[config.mk]
export PLATFORM = sky130hd
export DESIGN_NAME = dmc_wb_cache_flat
export DESIGN_NICKNAME = d
export VERILOG_FILES = /design/src/rtl/dmc_pkg.sv /design/src/rtl/dmc_wb_cache_if.sv /design/src/rtl/dmc_line_array.sv /design/src/rtl/dmc_wb_cache.sv /design/src/flat_wrapper.sv
export SDC_FILE = /design/constraint.sdc
export NUM_CORES = 1
export LEC_CHECK = 0
export CELL_PAD_IN_SITES_DETAIL_PLACEMENT = 0
export CELL_PAD_IN_SITES_GLOBAL_PLACEMENT = 2
export CORE_MARGIN = 4
export CORE_UTILIZATION = 39
export CTS_BUF_LIST = sky130_fd_sc_hd__clkbuf_8
export DETAILED_ROUTE_END_ITERATION = 8
export GPL_ROUTABILITY_DRIVEN = 0
export PLACE_DENSITY = 0.75
export SLEW_MARGIN = 25
export SYNTH_ARGS = -nofsm -noshare
export SYNTH_HDL_FRONTEND = slang
export SYNTH_HIERARCHICAL = 1
export SYNTH_SLANG_ARGS = --single-unit
[constraint.sdc]
create_clock -name clk -period 4.19 [get_ports clk]
set_input_delay 0.419 -clock clk [delete_from_list [all_inputs] [get_ports clk]]
set_output_delay 0.419 -clock clk [all_outputs]
set_load 0.01 [all_outputs]
[src/rtl/dmc_pkg.sv]
// Shared types and constants for the direct-mapped write-back cache.
// The optional hit/miss statistics are enabled by defining DMC_STATS_EN.
package dmc_pkg;

    typedef enum logic [2:0] {
        IDLE,
        LOOKUP,
        WB,
        FILL,
        DONE
    } dmc_state_e;

    localparam int unsigned CNT_W = 16;

endpackage

[src/rtl/dmc_wb_cache_if.sv]
// Requester-side and RAM-side handshake bundles for dmc_wb_cache.
// The cache is the slave of dmc_req_if and the master of dmc_mem_if.
interface dmc_req_if #(
    parameter int unsigned DATA_W = 8,
    parameter int unsigned ADDR_W = 8
);
    logic              req_valid;
    logic              req_ready;
    logic              req_we;
    logic [ADDR_W-1:0] req_addr;
    logic [DATA_W-1:0] req_wdata;
    logic              rsp_valid;
    logic [DATA_W-1:0] rsp_rdata;

    modport master (
        output req_valid, req_we, req_addr, req_wdata,
        input  req_ready, rsp_valid, rsp_rdata
    );

    modport slave (
        input  req_valid, req_we, req_addr, req_wdata,
        output req_ready, rsp_valid, rsp_rdata
    );
endinterface

interface dmc_mem_if #(
    parameter int unsigned DATA_W = 8,
    parameter int unsigned ADDR_W = 8
);
    logic              mem_req;
    logic              mem_we;
    logic [ADDR_W-1:0] mem_addr;
    logic [DATA_W-1:0] mem_wdata;
    logic              mem_ack;
    logic [DATA_W-1:0] mem_rdata;

    modport master (
        output mem_req, mem_we, mem_addr, mem_wdata,
        input  mem_ack, mem_rdata
    );

    modport slave (
        input  mem_req, mem_we, mem_addr, mem_wdata,
        output mem_ack, mem_rdata
    );
endinterface

[src/rtl/dmc_line_array.sv]
// Line storage: valid/dirty flags plus tag and data per line.
// Combinational read by index, one write port, single-cycle invalidate-all.
module dmc_line_array #(
    parameter int unsigned DATA_W = 8,
    parameter int unsigned TAG_W  = 4,
    parameter int unsigned IDX_W  = 4
) (
    input  logic              clk,
    input  logic              inv_i,
    input  logic [IDX_W-1:0]  ridx_i,
    output logic              rvalid_o,
    output logic              rdirty_o,
    output logic [TAG_W-1:0]  rtag_o,
    output logic [DATA_W-1:0] rdata_o,
    input  logic              we_i,
    input  logic [IDX_W-1:0]  widx_i,
    input  logic              wdirty_i,
    input  logic [TAG_W-1:0]  wtag_i,
    input  logic [DATA_W-1:0] wdata_i
);
    localparam int unsigned LINES = 2 ** IDX_W;

    logic [LINES-1:0]  valid_q;
    logic [LINES-1:0]  dirty_q;
    logic [TAG_W-1:0]  tag_q  [LINES];
    logic [DATA_W-1:0] data_q [LINES];

    // Flags alone carry reset/invalidate; tag and data need no clearing.
    always_ff @(posedge clk) begin
        if (inv_i) begin
            valid_q <= '0;
            dirty_q <= '0;
        end else if (we_i) begin
            valid_q[widx_i] <= 1'b1;
            dirty_q[widx_i] <= wdirty_i;
        end
    end

    always_ff @(posedge clk) begin
        if (we_i) begin
            tag_q[widx_i]  <= wtag_i;
            data_q[widx_i] <= wdata_i;
        end
    end

    assign rvalid_o = valid_q[ridx_i];
    assign rdirty_o = dirty_q[ridx_i];
    assign rtag_o   = tag_q[ridx_i];
    assign rdata_o  = data_q[ridx_i];

endmodule

[src/rtl/dmc_wb_cache.sv]
// Direct-mapped write-back, write-allocate cache with miss FSM and RAM handshake.
// Define DMC_STATS_EN to build saturating hit/miss counters.
module dmc_wb_cache
    import dmc_pkg::*;
#(
    parameter int unsigned DATA_W = 8,
    parameter int unsigned ADDR_W = 8,
    parameter int unsigned IDX_W  = 4
) (
    input  logic             clk,
    input  logic             rst,
    input  logic             clr,
    dmc_req_if.slave         req,
    dmc_mem_if.master        mem,
    output logic [CNT_W-1:0] hit_cnt,
    output logic [CNT_W-1:0] miss_cnt
);
    localparam int unsigned TAG_W = ADDR_W - IDX_W;

    dmc_state_e        state_q, state_d;
    logic              we_q, we_d;
    logic [ADDR_W-1:0] addr_q, addr_d;
    logic [DATA_W-1:0] wdata_q, wdata_d;
    logic              rsp_valid_q, rsp_valid_d;
    logic [DATA_W-1:0] rsp_rdata_q, rsp_rdata_d;
    logic              mem_req_q, mem_req_d;
    logic              mem_we_q, mem_we_d;
    logic [ADDR_W-1:0] mem_addr_q, mem_addr_d;
    logic [DATA_W-1:0] mem_wdata_q, mem_wdata_d;

    logic              line_valid, line_dirty, line_hit;
    logic [TAG_W-1:0]  line_tag;
    logic [DATA_W-1:0] line_data;
    logic              arr_we, arr_dirty, arr_inv;
    logic [DATA_W-1:0] arr_wdata;
    logic [IDX_W-1:0]  idx;
    logic [TAG_W-1:0]  tag;
    logic              ack;

    assign idx      = addr_q[IDX_W-1:0];
    assign tag      = addr_q[ADDR_W-1:IDX_W];
    assign line_hit = line_valid && (line_tag == tag);
    assign ack      = mem.mem_ack & mem_req_q;

    dmc_line_array #(
        .DATA_W (DATA_W),
        .TAG_W  (TAG_W),
        .IDX_W  (IDX_W)
    ) u_lines (
        .clk      (clk),
        .inv_i    (arr_inv),
        .ridx_i   (idx),
        .rvalid_o (line_valid),
        .rdirty_o (line_dirty),
        .rtag_o   (line_tag),
        .rdata_o  (line_data),
        .we_i     (arr_we),
        .widx_i   (idx),
        .wdirty_i (arr_dirty),
        .wtag_i   (tag),
        .wdata_i  (arr_wdata)
    );

    always_ff @(posedge clk) begin
        if (rst) begin
            state_q     <= IDLE;
            we_q        <= 1'b0;
            addr_q      <= '0;
            wdata_q     <= '0;
            rsp_valid_q <= 1'b0;
            rsp_rdata_q <= '0;
            mem_req_q   <= 1'b0;
            mem_we_q    <= 1'b0;
            mem_addr_q  <= '0;
            mem_wdata_q <= '0;
        end else begin
            state_q     <= state_d;
            we_q        <= we_d;
            addr_q      <= addr_d;
            wdata_q     <= wdata_d;
            rsp_valid_q <= rsp_valid_d;
            rsp_rdata_q <= rsp_rdata_d;
            mem_req_q   <= mem_req_d;
            mem_we_q    <= mem_we_d;
            mem_addr_q  <= mem_addr_d;
            mem_wdata_q <= mem_wdata_d;
        end
    end

    always_comb begin
        state_d     = state_q;
        we_d        = we_q;
        addr_d      = addr_q;
        wdata_d     = wdata_q;
        rsp_valid_d = 1'b0;
        rsp_rdata_d = rsp_rdata_q;
        mem_req_d   = mem_req_q;
        mem_we_d    = mem_we_q;
        mem_addr_d  = mem_addr_q;
        mem_wdata_d = mem_wdata_q;
        arr_we      = 1'b0;
        arr_dirty   = 1'b0;
        arr_wdata   = wdata_q;
        arr_inv     = rst;

        unique case (state_q)
            IDLE: begin
                if (clr) begin
                    arr_inv = 1'b1;
                end else if (req.req_valid) begin
                    we_d    = req.req_we;
                    addr_d  = req.req_addr;
                    wdata_d = req.req_wdata;
                    state_d = LOOKUP;
                end
            end
            LOOKUP: begin
                if (line_hit) begin
                    if (we_q) begin
                        arr_we      = 1'b1;
                        arr_dirty   = 1'b1;
                        rsp_rdata_d = wdata_q;
                    end else begin
                        rsp_rdata_d = line_data;
                    end
                    rsp_valid_d = 1'b1;
                    state_d     = DONE;
                end else if (line_valid && line_dirty) begin
                    mem_req_d   = 1'b1;
                    mem_we_d    = 1'b1;
                    mem_addr_d  = {line_tag, idx};
                    mem_wdata_d = line_data;
                    state_d     = WB;
                end else if (!we_q) begin
                    mem_req_d  = 1'b1;
                    mem_we_d   = 1'b0;
                    mem_addr_d = addr_q;
                    state_d    = FILL;
                end else begin
                    arr_we      = 1'b1;
                    arr_dirty   = 1'b1;
                    rsp_rdata_d = wdata_q;
                    rsp_valid_d = 1'b1;
                    state_d     = DONE;
                end
            end
            WB: begin
                if (ack) begin
                    mem_we_d = 1'b0;
                    if (we_q) begin
                        arr_we      = 1'b1;
                        arr_dirty   = 1'b1;
                        rsp_rdata_d = wdata_q;
                        rsp_valid_d = 1'b1;
                        mem_req_d   = 1'b0;
                        state_d     = DONE;
                    end else begin
                        // mem_req stays high: the fill follows the writeback directly.
                        mem_addr_d = addr_q;
                        state_d    = FILL;
                    end
                end
            end
            FILL: begin
                if (ack) begin
                    arr_we      = 1'b1;
                    arr_dirty   = 1'b0;
                    arr_wdata   = mem.mem_rdata;
                    rsp_rdata_d = mem.mem_rdata;
                    rsp_valid_d = 1'b1;
                    mem_req_d   = 1'b0;
                    state_d     = DONE;
                end
            end
            DONE: begin
                state_d = IDLE;
            end
            default: begin
                state_d = IDLE;
            end
        endcase
    end

    assign req.req_ready = (state_q == IDLE) && !clr;
    assign req.rsp_valid = rsp_valid_q;
    assign req.rsp_rdata = rsp_rdata_q;
    assign mem.mem_req   = mem_req_q;
    assign mem.mem_we    = mem_we_q;
    assign mem.mem_addr  = mem_addr_q;
    assign mem.mem_wdata = mem_wdata_q;

`ifdef DMC_STATS_EN
    logic [CNT_W-1:0] hit_q, hit_d, miss_q, miss_d;
    logic             in_lookup;

    assign in_lookup = (state_q == LOOKUP);

    always_comb begin
        hit_d  = hit_q;
        miss_d = miss_q;
        if (in_lookup && line_hit && (hit_q != '1)) begin
            hit_d = hit_q + CNT_W'(1);
        end
        if (in_lookup && !line_hit && (miss_q != '1)) begin
            miss_d = miss_q + CNT_W'(1);
        end
    end

    always_ff @(posedge clk) begin
        if (rst) begin
            hit_q  <= '0;
            miss_q <= '0;
        end else begin
            hit_q  <= hit_d;
            miss_q <= miss_d;
        end
    end

    assign hit_cnt  = hit_q;
    assign miss_cnt = miss_q;
`else
    assign hit_cnt  = '0;
    assign miss_cnt = '0;
`endif

endmodule

[src/flat_wrapper.sv]
// flat-port wrapper written by rule: the top's interface ports become plain ports
module dmc_wb_cache_flat import dmc_pkg::*;
#(
    parameter int unsigned DATA_W = 8,
    parameter int unsigned ADDR_W = 8,
    parameter int unsigned IDX_W  = 4
)
  (clk, rst, clr, hit_cnt, miss_cnt, req_req_valid, req_req_we, req_req_addr, req_req_wdata, req_req_ready, req_rsp_valid, req_rsp_rdata, mem_mem_req, mem_mem_we, mem_mem_addr, mem_mem_wdata, mem_mem_ack, mem_mem_rdata);
  dmc_req_if #(.DATA_W(DATA_W), .ADDR_W(ADDR_W)) req_i ();
  dmc_mem_if #(.DATA_W(DATA_W), .ADDR_W(ADDR_W)) mem_i ();
  input  logic clk;
  input  logic rst;
  input  logic clr;
  output logic [CNT_W-1:0] hit_cnt;
  output logic [CNT_W-1:0] miss_cnt;
  input wire logic [$bits(req_i.req_valid)-1:0] req_req_valid;
  input wire logic [$bits(req_i.req_we)-1:0] req_req_we;
  input wire logic [$bits(req_i.req_addr)-1:0] req_req_addr;
  input wire logic [$bits(req_i.req_wdata)-1:0] req_req_wdata;
  output wire logic [$bits(req_i.req_ready)-1:0] req_req_ready;
  output wire logic [$bits(req_i.rsp_valid)-1:0] req_rsp_valid;
  output wire logic [$bits(req_i.rsp_rdata)-1:0] req_rsp_rdata;
  output wire logic [$bits(mem_i.mem_req)-1:0] mem_mem_req;
  output wire logic [$bits(mem_i.mem_we)-1:0] mem_mem_we;
  output wire logic [$bits(mem_i.mem_addr)-1:0] mem_mem_addr;
  output wire logic [$bits(mem_i.mem_wdata)-1:0] mem_mem_wdata;
  input wire logic [$bits(mem_i.mem_ack)-1:0] mem_mem_ack;
  input wire logic [$bits(mem_i.mem_rdata)-1:0] mem_mem_rdata;
  assign req_i.req_valid = req_req_valid;
  assign req_i.req_we = req_req_we;
  assign req_i.req_addr = req_req_addr;
  assign req_i.req_wdata = req_req_wdata;
  assign req_req_ready = req_i.req_ready;
  assign req_rsp_valid = req_i.rsp_valid;
  assign req_rsp_rdata = req_i.rsp_rdata;
  assign mem_mem_req = mem_i.mem_req;
  assign mem_mem_we = mem_i.mem_we;
  assign mem_mem_addr = mem_i.mem_addr;
  assign mem_mem_wdata = mem_i.mem_wdata;
  assign mem_i.mem_ack = mem_mem_ack;
  assign mem_i.mem_rdata = mem_mem_rdata;
  dmc_wb_cache #(.DATA_W(DATA_W), .ADDR_W(ADDR_W), .IDX_W(IDX_W)) u_core (.clk(clk), .rst(rst), .clr(clr), .req(req_i), .mem(mem_i), .hit_cnt(hit_cnt), .miss_cnt(miss_cnt));
endmodule
run_1/gate_families.png
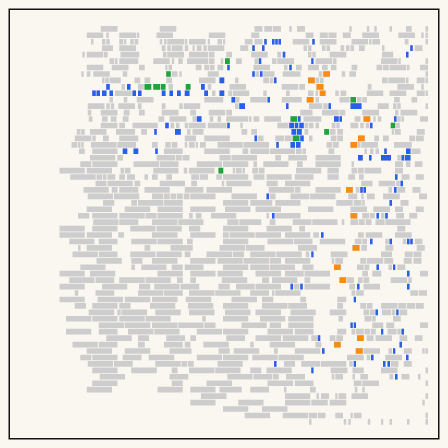
legend:
  blue:
    family: NAND gates
    cells: 111
    most_used: nand2_1
  green:
    family: AND and OR gates
    cells: 12
    most_used: and3_1
    where: top middle
  orange:
    family: AND-OR and OR-AND gates
    cells: 16
    most_used: a31o_2
logic share of the area: 28.2%
final std cells w/o fill: 1354
Commonest Layout Cell: edfxtp_1

run_1/density.png
The die is cut into 18 by 18 equal tiles; white is low, dark blue is high, 0 to 100% covered.
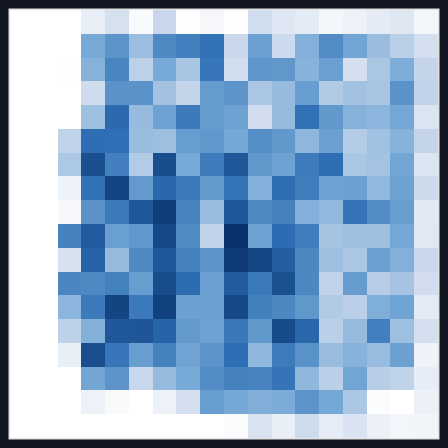
densest ninth of the die: middle
nearly empty tiles: 17%
tiles over 75% full: 9.9%
fullest tile: 99%

==> flow_summary_export.csv, run 1 <==
group,metric,value,unit
pwr,power.total,5.89,mW
synthesis,synth-async-reset-ratio,0,%
routing,ant_nets,0,
pwr,seq_cell_power,2.95,mW
final_timing,maxSlewViolCount,0,
final_timing,hold_viol,0,
critical_path,worstRegToRegCells,13,
routing,drt_pre_antenna_iters,5,
critical_path,reg2reg_slack,0.34,ns
min_path,min_path_type,"input pin to flip-flop",
placement,numPortBuffers,57,
clock_network,postCtsHoldBufs,0,
grt,grt_pass1_wl,43000,µm
clock_network,htree_levels,2,
critical_path,crit_type,"flip-flop to flip-flop",
job,max-cap-violations,0,
min_path,holdCritStartpoint,"req_req_wdata[7]",
pwr,comb_cell_power,577,µW
job,warnings,27,
synthesis,ys.flops,271,
critical_path,crit_required,4.42,ns
routing,drt_iter0_markers,520,
pwr,top_power_group,"sequential cells",
placement,place_hpwl,18700,µm
routing,wl_met2,12700,µm
pwr,clockNetworkPower,2.36,mW
pwr,p_int,4.44,mW
floorplan,initCoreUtil,40.0,%
clock_network,cts_buffers,43,
clock_network,clk_latency,0.56,ns
synthesis,postSynthCellCount,832,
critical_path,startpoint,"u_core/addr_q[0]$_SDFFE_PP0P_",
clock_network,cts.path.max_buffers,3,
synthesis,ys_cells,832,
synthesis,ys_seq_share,63.2,%
final_timing,relSlewSlack,42.4,%
pwr,pwr-share-clk,40.1,%
critical_path,cp_num_buf_inv,3,
final_layout,fin_nets,965,
status,status,"finished clean",
final_timing,finClkSkew,0.0253,ns
final_layout,final_layout_top_logic_cells,"192 x edfxtp_1, 77 x dfxtp_1, 74 x nand2_1",
grt,antenna_found_initial,0,
final_timing,fin_crit_sh,91.8,%
final_layout,regArea,7350,µm²
floorplan,io_pins,90,
critical_path,r2r-end,"u_core/u_lines/data_q[11][3]$_DFFE_PP_",
synthesis,top_cell_area_share,49.6,%
synthesis,synth.top_cells.by_area,"edfxtp_1 50%, dfxtp_1 14%, mux4_2 9.5%",
synthesis,yosysMostFrequentCell,"edfxtp_1",
final_layout,num-fill-cells,2592,
critical_path,worstSetupPathDepth,13,
clock_network,cts_num_sinks,271,
clock_network,clk_pin_slew_worst_paths,0.07,ns
critical_path,slowest_stage,"mux4_2",
pwr,leakage,4.65,nW
routing,vias,7224,
synthesis,synth_cell_types,59,
grt,grt_remaining_overflow,0,
final_layout,logic_area,3860,µm²
synthesis,top_area_cell,"edfxtp_1",
routing,wl,27600,µm
final_timing,finalWorstSetupSlack,0.342,ns
pwr,ir_worst_vdd,267,µV
routing,wl_met1,13100,µm
routing,wl_per_cell,20.4,µm
min_path,min_to,"u_core/wdata_q[7]$_SDFFE_PP0P_",
critical_path,endpoint,"u_core/u_lines/data_q[11][3]$_DFFE_PP_",
routing,wl_met3,1350,µm
pwr,netSwitchingPower,1.45,mW
synthesis,yosys_area,11600,µm²
synthesis,ys_warn_count,6,
critical_path,critical_path_peak_fanout,13,
routing,drc,0,
synthesis,syn_area_per_cell,14.0,µm²
grt,grt_max_degree,39,
pwr,p_comb_share,9.8,%
final_layout,drive_gt1_share,22.2,%
synthesis,netlist_area,11600,µm²
pwr,p_seq_share,50.1,%
final_layout,area_delta_synth_final,17.9,%
routing,via_per_inst,5.34,
clock_network,postCtsResizedCells,0,
critical_path,critPathCaptureType,"flip-flop",
run_1/metal_stack.png
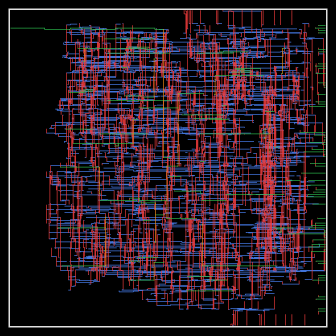
legend:
  green:
    layer: met3
    wire_length: 1350 µm
  blue:
    layer: met1
    wire_length: 13100 µm
  orange:
    layer: met4
    wire_length: 341 µm
  red:
    layer: met2
    wire_length: 12700 µm

run_1/final_congestion.png
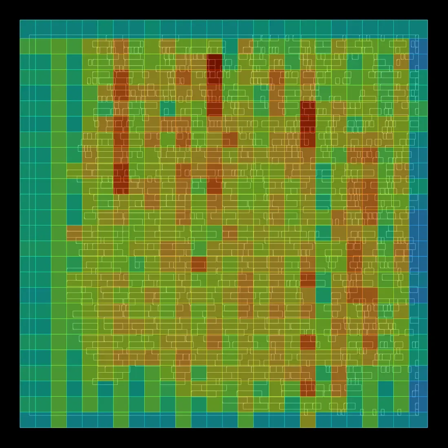
GRT busiest layer: met2
All-Layer GR Usage: 16.5%
fin util: 47.1%
GR met1 Demand/Resource: 24.2%
routing usage on met2: 25.7%

run 1: registers in the layout, summed over array words and instances, names as in the netlist:
| name | flops |
|---|---|
| u_core/u_lines/tag_q | 64 |
| u_core/addr_q | 8 |
| u_core/mem.mem_addr | 8 |
| u_core/mem.mem_wdata | 8 |
| u_core/wdata_q | 8 |
| u_core/u_lines/dirty_q | 16 |
| u_core/mem.mem_we | 1 |
| u_core/u_lines/valid_q | 16 |
| u_core/mem.mem_req | 1 |
| u_core/req.rsp_rdata | 8 |
| u_core/u_lines/data_q | 128 |
| u_core/req.rsp_valid | 1 |
| u_core/we_q | 1 |
| u_core/state_q | 3 |
run 1: metrics by stage:
step	cell area, µm²	instances	TNS [ns]	hold WS [ns]
detailed placement	12700	1264	0	0.456
floorplan	11800	863	-12.02	0.431
global route	13700	1354	0	0.419
global placement	12700	1264	0	0.441
CTS	13600	1344	0	0.390
finish	13700	1354	0	0.416
run 1: per-layer routing:
layer	vias to the layer above	global-route usage, %
li1	3379	-
met1	3621	24.2
met2	188	25.7
met3	36	3.17
met4	0	3.63
met5	-	0
run 1: area by class of cell:
| type | count | area share [%] |
|---|---|---|
| inverter | 7 | 0.192 |
| sequential | 271 | 53.6 |
| timing repair buffer | 118 | 7.77 |
| tap | 384 | 3.51 |
| clock inverter | 34 | 2.06 |
| clock buffer | 46 | 4.62 |
| multi-input combinational | 494 | 28.2 |
run 1: timing repair:
action                                 CTS  global route
setup endpoints to repair                0            87
buffers inserted                         0             9
endpoints found under the hold margin    0             0
run 1: cell families after synthesis:
logic type | after synthesis | synth area share [%]
compound gates | 185 | 10.4
xor+xnor | 1 | 0.0753
buf+inv | 98 | 4.83
flops | 271 | 63.2
mux | 80 | 13.2
other cells | 1 | 0.0322
simple gates | 196 | 8.31
==> run 1 -> run 2 <==
Settings changed: CORE_MARGIN 4 to 2.
run_2/gate_families.png
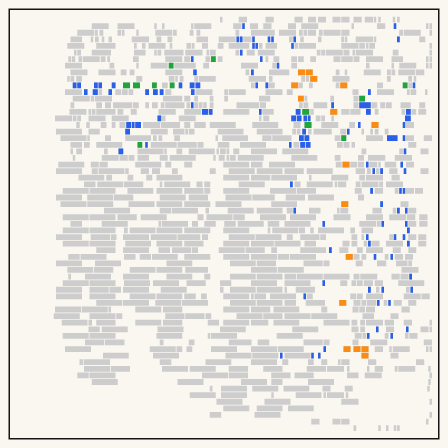
legend:
  blue:
    family: NAND gates
    cells: 111
    most_used: nand2_1
  green:
    family: AND and OR gates
    cells: 12
    most_used: and3_1
  orange:
    family: AND-OR and OR-AND gates
    cells: 16
    most_used: a31o_2

==> flow_summary_export.csv, run 2 <==
group,metric,value,unit
grt,use_met1,25.2,%
final_layout,area_delta_synth_final,17.0,%
final_layout,nClkBuffers,47,
routing,wl_met3,1370,µm
clock_network,postCtsHoldBufs,0,
final_layout,clock_tree_area_fraction,6.34,%
clock_network,cts_num_sinks,271,
clock_network,clk_latency,0.56,ns
clock_network,clk_pin_slew_worst_paths,0.06,ns
final_layout,logic_area,3870,µm²
grt,antenna_found_initial,0,
routing,vias,7304,
synthesis,top_area_cell,"edfxtp_1",
routing,wl_per_cell,20.4,µm
job,warnings,27,
final_layout,drive_gt1_share,20.6,%
pwr,leakage,4.58,nW
routing,drc,0,
synthesis,top_cell_area_share,49.6,%
synthesis,yosys_area,11600,µm²
routing,drt_iter0_markers,636,
final_layout,regArea,7350,µm²
final_layout,comb_cells,494,
synthesis,postSynthCellCount,832,
final_layout,largest_reg_flops,128,
placement,numPortBuffers,57,
final_layout,seq_area_share,54.0,%
final_layout,comb_share,28.4,%
clock_network,postCtsResizedCells,0,
min_path,min_path_type,"input pin to flip-flop",
critical_path,startpoint,"u_core/addr_q[0]$_SDFFE_PP0P_",
synthesis,syn_area_per_cell,14.0,µm²
routing,wl_met2,12600,µm
clock_network,cts.path.max_buffers,3,
critical_path,reg2reg_slack,0.29,ns
synthesis,synth_cell_types,59,
routing,wl,27600,µm
status,status,"finished clean",
synthesis,yosysMostFrequentCell,"edfxtp_1",
synthesis,synth.top_cells.by_area,"edfxtp_1 50%, dfxtp_1 14%, mux4_2 9.5%",
synthesis,ys.flops,271,
synthesis,ys_cells,832,
critical_path,cp_num_buf_inv,3,
synthesis,netlist_area,11600,µm²
final_timing,finClkSkew,0.0174,ns
critical_path,crit_required,4.44,ns
grt,met2_usage,28.0,%
critical_path,r2r-end,"u_core/u_lines/data_q[2][5]$_DFFE_PP_",
final_layout,inv_count,7,
grt,grt_use_met3,3.46,%
synthesis,ys_seq_share,63.2,%
critical_path,slowest_stage,"dfxtp_4",
synthesis,ys_warn_count,6,
final_layout,final_layout_top_logic_cells,"192 x edfxtp_1, 77 x dfxtp_1, 74 x nand2_1",
final_timing,relSlewSlack,42.1,%
final_timing,hold_viol,0,
final_timing,maxSlewViolCount,0,
routing,ant_nets,0,
final_layout,fin_nets,959,
final_layout,ff_count,271,
job,max-cap-violations,0,
grt,grt_max_degree,39,
pwr,ir_worst_vdd,185,µV
final_layout,largest_class,"sequential cells",
critical_path,worstRegToRegCells,13,
final_layout,layout_top_cell,"edfxtp_1",
routing,via_per_inst,5.39,
synthesis,synth-async-reset-ratio,0,%
final_layout,num-fill-cells,2647,
pwr,p_comb_share,9.8,%
final_layout,fin_util,46.2,%
critical_path,endpoint,"u_core/u_lines/data_q[2][5]$_DFFE_PP_",
grt,grt_pass1_wl,43100,µm
critical_path,worstSetupPathDepth,13,
critical_path,crit_type,"flip-flop to flip-flop",
pwr,power.total,5.75,mW
[run 2: cell counts after synthesis]
No cell type changed its count.
[run 2: worst min-delay path by stage]
stage,depth (start not counted),endpoint,slack (ns),from
after global routing,3,u_core/addr_q[0]$_SDFFE_PP0P_,0.40,req_req_addr[0]
after floorplan,2,u_core/u_lines/valid_q[2]$_SDFFE_PP0P_,0.43,u_core/u_lines/valid_q[2]$_SDFFE_PP0P_
after global placement,2,u_core/u_lines/valid_q[15]$_SDFFE_PP0P_,0.44,u_core/u_lines/valid_q[15]$_SDFFE_PP0P_
final,3,u_core/addr_q[0]$_SDFFE_PP0P_,0.41,req_req_addr[0]
after detailed placement,2,u_core/mem.mem_addr[5]$_SDFFE_PP0P_,0.45,u_core/mem.mem_addr[5]$_SDFFE_PP0P_
after CTS,3,u_core/addr_q[0]$_SDFFE_PP0P_,0.38,req_req_addr[0]
[run 2: cell families after synthesis]
group           share of synthesized area [%]
compound gates                           10.4
xor+xnor                               0.0753
buf+inv                                  4.83
flops                                    63.2
mux                                      13.2
other cells                            0.0322
simple gates                             8.31
[run 2: through the flow]
stage	cell area (µm²)	std cells	hold slack, ns	TNS, ns	setup slack (ns)
after detailed placement	12700	1270	0.450	0	0.208
after CTS	13600	1354	0.375	0	0.180
final	13600	1355	0.406	0	0.288
after floorplan	11800	863	0.431	-12.02	-0.261
after global routing	13600	1355	0.396	0	0.0634
after global placement	12700	1270	0.442	0	0.258
[run 2: power groups by stage]
stage          combinational (mW)  sequential (mW)  clock [mW]
2_1_floorplan               0.380             3.00           0
3_3_place_gp                0.552             3.01           0
5_1_grt                     0.618             2.96        2.43
6_report                    0.563             2.95        2.23
4_1_cts                     0.556             2.96        2.30
3_5_place_dp                0.555             3.01           0
No activity file was given, so power comes from the tool's default toggle rates.
